==> src/rtl/seg7_scan.sv <==
// Four-digit common-anode 7-segment scanner: frame-stable digit snapshot, per-slot ghosting guard.
// Optional leading-zero blanking is enabled by defining SEG7_LZB_EN.
module seg7_scan #(
    parameter int SCAN_DIV = 25000,
    parameter int GUARD    = 250
) (
    input  logic        CLK,
    input  logic        RST,
    input  logic [15:0] DIN,
    input  logic [3:0]  DP,
    input  logic [3:0]  BLANK,
    output logic [3:0]  AN,
    output logic [6:0]  SEG,
    output logic        DPO,
    output logic        FRAME
);

    localparam int PW = (SCAN_DIV > 2) ? $clog2(SCAN_DIV) : 1;
    localparam logic [PW-1:0] PMAX = PW'(SCAN_DIV - 1);

    logic [PW-1:0] pcnt_q, pcnt_d;
    logic [1:0]    dig_q, dig_d;
    logic [15:0]   sdin_q, sdin_d;
    logic [3:0]    sdp_q, sdp_d;
    logic [3:0]    sblank_q, sblank_d;
    logic [3:0]    an_q, an_d;
    logic [6:0]    seg_q, seg_d;
    logic          dpo_q, dpo_d;
    logic          frame_q, frame_d;

    logic          tick;
    logic          in_guard;
    logic [3:0]    lz_blank;
    logic [3:0]    cur_code;
    logic          dark;

    function automatic logic [6:0] decode(input logic [3:0] code);
        case (code)
            4'h0: decode = 7'h40;
            4'h1: decode = 7'h79;
            4'h2: decode = 7'h24;
            4'h3: decode = 7'h30;
            4'h4: decode = 7'h19;
            4'h5: decode = 7'h12;
            4'h6: decode = 7'h02;
            4'h7: decode = 7'h78;
            4'h8: decode = 7'h00;
            4'h9: decode = 7'h10;
            4'hA: decode = 7'h08;
            4'hB: decode = 7'h03;
            4'hC: decode = 7'h46;
            4'hD: decode = 7'h21;
            4'hE: decode = 7'h06;
            default: decode = 7'h0E;
        endcase
    endfunction

    // With no guard the comparison would be against zero; tie it off instead.
    generate
        if (GUARD == 0) begin : g_no_guard
            assign in_guard = 1'b0;
        end else begin : g_guard
            localparam logic [PW-1:0] GLIM = PW'(GUARD);
            assign in_guard = (pcnt_q < GLIM);
        end
    endgenerate

`ifdef SEG7_LZB_EN
    assign lz_blank[3] = (sdin_q[15:12] == 4'h0);
    assign lz_blank[2] = lz_blank[3] && (sdin_q[11:8] == 4'h0);
    assign lz_blank[1] = lz_blank[2] && (sdin_q[7:4] == 4'h0);
    assign lz_blank[0] = 1'b0;
`else
    assign lz_blank = 4'b0000;
`endif

    assign tick     = (pcnt_q == PMAX);
    assign cur_code = sdin_q[{dig_q, 2'b00} +: 4];
    assign dark     = in_guard || sblank_q[dig_q] || lz_blank[dig_q];

    always_comb begin
        pcnt_d   = tick ? '0 : pcnt_q + 1'b1;
        dig_d    = tick ? dig_q + 2'd1 : dig_q;
        sdin_d   = sdin_q;
        sdp_d    = sdp_q;
        sblank_d = sblank_q;
        frame_d  = 1'b0;
        // Snapshot on the same edge the digit index wraps back to 0.
        if (tick && (dig_q == 2'd3)) begin
            sdin_d   = DIN;
            sdp_d    = DP;
            sblank_d = BLANK;
            frame_d  = 1'b1;
        end
        an_d  = 4'b1111;
        seg_d = 7'h7F;
        dpo_d = 1'b1;
        if (!dark) begin
            an_d  = ~(4'b0001 << dig_q);
            seg_d = decode(cur_code);
            dpo_d = ~sdp_q[dig_q];
        end
    end

    always_ff @(posedge CLK) begin
        if (RST) begin
            pcnt_q   <= '0;
            dig_q    <= 2'd0;
            sdin_q   <= 16'h0000;
            sdp_q    <= 4'b0000;
            sblank_q <= 4'b1111;
            an_q     <= 4'b1111;
            seg_q    <= 7'h7F;
            dpo_q    <= 1'b1;
            frame_q  <= 1'b0;
        end else begin
            pcnt_q   <= pcnt_d;
            dig_q    <= dig_d;
            sdin_q   <= sdin_d;
            sdp_q    <= sdp_d;
            sblank_q <= sblank_d;
            an_q     <= an_d;
            seg_q    <= seg_d;
            dpo_q    <= dpo_d;
            frame_q  <= frame_d;
        end
    end

    assign AN    = an_q;
    assign SEG   = seg_q;
    assign DPO   = dpo_q;
    assign FRAME = frame_q;

endmodule

==> config.mk <==
export PLATFORM = sky130hd
export DESIGN_NAME = seg7_scan
export DESIGN_NICKNAME = d
export VERILOG_FILES = /design/src/rtl/seg7_scan.sv
export SDC_FILE = /design/constraint.sdc
export NUM_CORES = 1
export LEC_CHECK = 0
export CAP_MARGIN = 20
export CORE_UTILIZATION = 54
export CTS_CLUSTER_SIZE = 20
export DETAILED_ROUTE_END_ITERATION = 12
export PLACE_DENSITY_LB_ADDON = 0.05
export SYNTH_ARGS = -nofsm -noshare
export SYNTH_HDL_FRONTEND = slang
export SYNTH_SLANG_ARGS = --single-unit
==> constraint.sdc <==
create_clock -name CLK -period 2.9 [get_ports CLK]
set_input_delay 0.58 -clock CLK [delete_from_list [all_inputs] [get_ports CLK]]
set_output_delay 0.58 -clock CLK [all_outputs]
set_load 0.005 [all_outputs]
metal_stack.png
Drawn at 4 px/um.
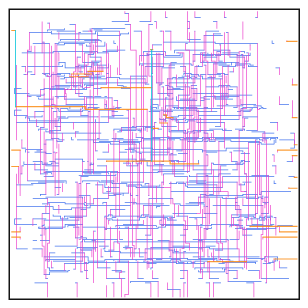
- orange: met3 (wire length 152 um)
- magenta: met2 (wire length 2700 um)
- cyan: met4 (wire length 46.9 um)
- blue: met1 (wire length 2550 um)
vias after detailed routing: 2112
final WL: 5.443 mm
total track usage: 22.81%

final_congestion.png
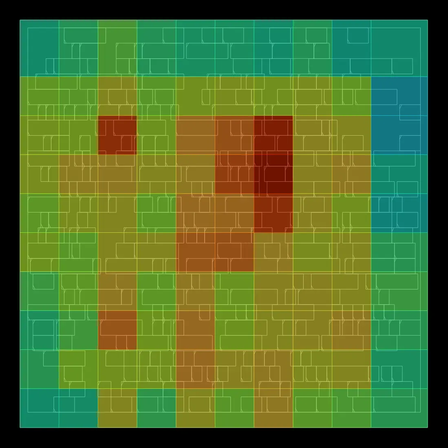
GR Util met3: 3.889%
routing usage on met1: 29.12%

==> reports/qor.csv <==
metric;value;unit
outcome;completed;
drv_cap;0;
fmax;430.7;MHz
h-tree-depth;2;
dr.first_iter.drc_count;115;
crit_arrival;2.52;ns
post-route-min-period;2.322;ns
diodes;0;
worstReg2RegEnd;SEG[0];
hold_viol_final;0;
area_leaders;dfxtp_1, ha_1, mux4_2, nand3_1, a21oi_1;
numSynthFlops;54;
fillers;396;
holdWs;0.4684;ns
grt_max_degree;30;
ys_sh_xor;4.620;%
warning_count;34;
top_level_ports;39;
top_area_share;40.74;%
met2_usage;39.77;%
setup_viol;0;
critPathKind;reg2reg;
rsz0062_at_grt;no;
first_pass_iters;4;
worst_slew_pin_slew;0.6306;ns
path_clk_slew;0.10;ns
chipArea;5199;sq um
cts-root-buf;clkbuf_8;
hold_end;pcnt_q[0];
ys.flop_type;dfxtp_1;
ys_cells;282;
drc;0;
fp_nets;319;
start_kind;register;
hp-class;reg2reg;
power.leakage;1.005;nW
cts-buffers-inserted;5;
async_flop_share;0;%
common_cells;dfxtp_1, nand3_1, a21oi_1, nor2_1, o21ai_1;
r2r_cells;5;
drive_gt1_share;11.39;%
yosysWarnings;0;
vias_per_cell;5.514;
synth-seq-area-share;40.74;%
registers.png
Drawn at 4 px/um.
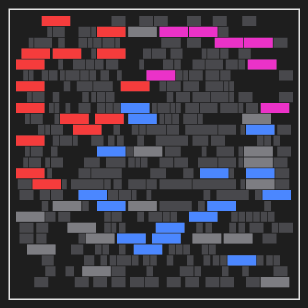
- magenta: `SEG` (placed flops 7)
- blue: `sdin_q` (placed flops 16)
- red: `pcnt_q` (placed flops 15)
- not colored: 16
Seq area share: 34.49%
final cell utilization of the core: 66.36%
Seq. pwr: 749 uW
FF/Latch Area: 1081 sq um

pins.png
Drawn at 4 px/um. Pins as bars across the die edge, other pins in gray.
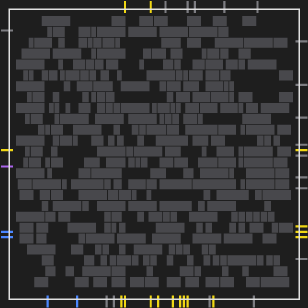
- yellow: `DIN` (pins 16; direction input; edge 9 bottom, 4 right, 2 top, 1 left)
- blue: `BLANK` (pins 4; direction input; edge 2 bottom, 2 left)
- purple: `RST` (pins 1; direction input; edge left)
Die H: 72.11 um
chip width: 72.11 um
Buffers on Ports: 38

-- critical path, cell delays in order, from the launching register on --
cell and delay (ns):
dfxtp_1 0.61, mux4_2 0.64, ha_1 0.29, nor3_1 0.20, o21ai_0 0.12, a311o_1 0.35
-- routing by layer --
| layer | vias up | share of wire (%) |
|---|---|---|
| met2 | 34 | 50 |
| met5 | - | 0 |
| met3 | 6 | 2.8 |
| li1 | 1085 | - |
| met1 | 987 | 47 |
| met4 | 0 | 0.85 |
-- worst max path at each step --
stage	end	cells past startpoint	startpoint	slack (ns)
floorplan	SEG[0]	7	dig_q[0]	0.53
global placement	SEG[0]	5	dig_q[0]	0.67
detailed placement	SEG[0]	5	dig_q[0]	0.57
CTS	SEG[0]	5	dig_q[0]	0.54
global route	SEG[3]	5	dig_q[0]	0.41
finish	SEG[0]	5	dig_q[0]	0.58
-- cell type report --
class                   count  area, sq um  share of cell area, %
multi-input cells         203         1411                  45.03
flip-flops and latches     54         1081                  34.49
repair buffers             43        417.9                  13.33
well taps                  67        83.83                  2.675
clock buffers               6        72.57                  2.315
clock inverters             2        37.54                  1.198
inverters                   8        30.03                 0.9581
-- where the power goes --
part	switching [mW]	total [mW]	leakage [nW]	internal [mW]
combinational	0.0174	0.0521	0.518	0.0347
clock	0.236	0.493	0.0514	0.258
sequential	0.00423	0.749	0.436	0.744
-- state kept, by name, indices dropped and copies added (netlist names) --
name,cells
AN,4
FRAME,1
dig_q,2
pcnt_q,15
DPO,1
sdin_q,16
sdp_q,4
sblank_q,4
SEG,7
-- stage by stage --
stage | instance area (sq um) | total power, mW
finish | 3134 | 1.294
global route | 3134 | 1.337
CTS | 3134 | 1.308
detailed placement | 3024 | 0.8186
global placement | 3024 | 0.8180
floorplan | 2654 | 0.7868
-- layout by cell type, fill, tap and decap left out, types with 3 or more instances in the layout --
cell / Yosys / layout
and3_2: 4 / 4
buf_4: 1 / 5
nor3_1: 9 / 9
o21ai_0: 4 / 4
mux4_2: 6 / 6
o221ai_1: 3 / 3
dfxtp_1: 54 / 54
xnor2_1: 12 / 12
nand3_1: 26 / 26
mux2i_1: 10 / 10
clkdlybuf4s50_1: 0 / 38
nand2_1: 18 / 18
a211o_1: 5 / 5
nor4_1: 5 / 5
o21ai_1: 19 / 19
a21oi_1: 22 / 22
mux2_2: 4 / 4
ha_1: 11 / 11
nor2_1: 20 / 20
inv_1: 8 / 8
clkbuf_8: 0 / 5
-- logic make-up (layout without fill, tap and decap cells) --
logic type,count (synthesis),count (layout)
mux,20,20
buf+inv,25,59
flops,54,54
simple gates,98,98
xor+xnor,14,14
compound gates,60,60
fa+ha+maj,11,11
Power and IR drop assume default switching activity.
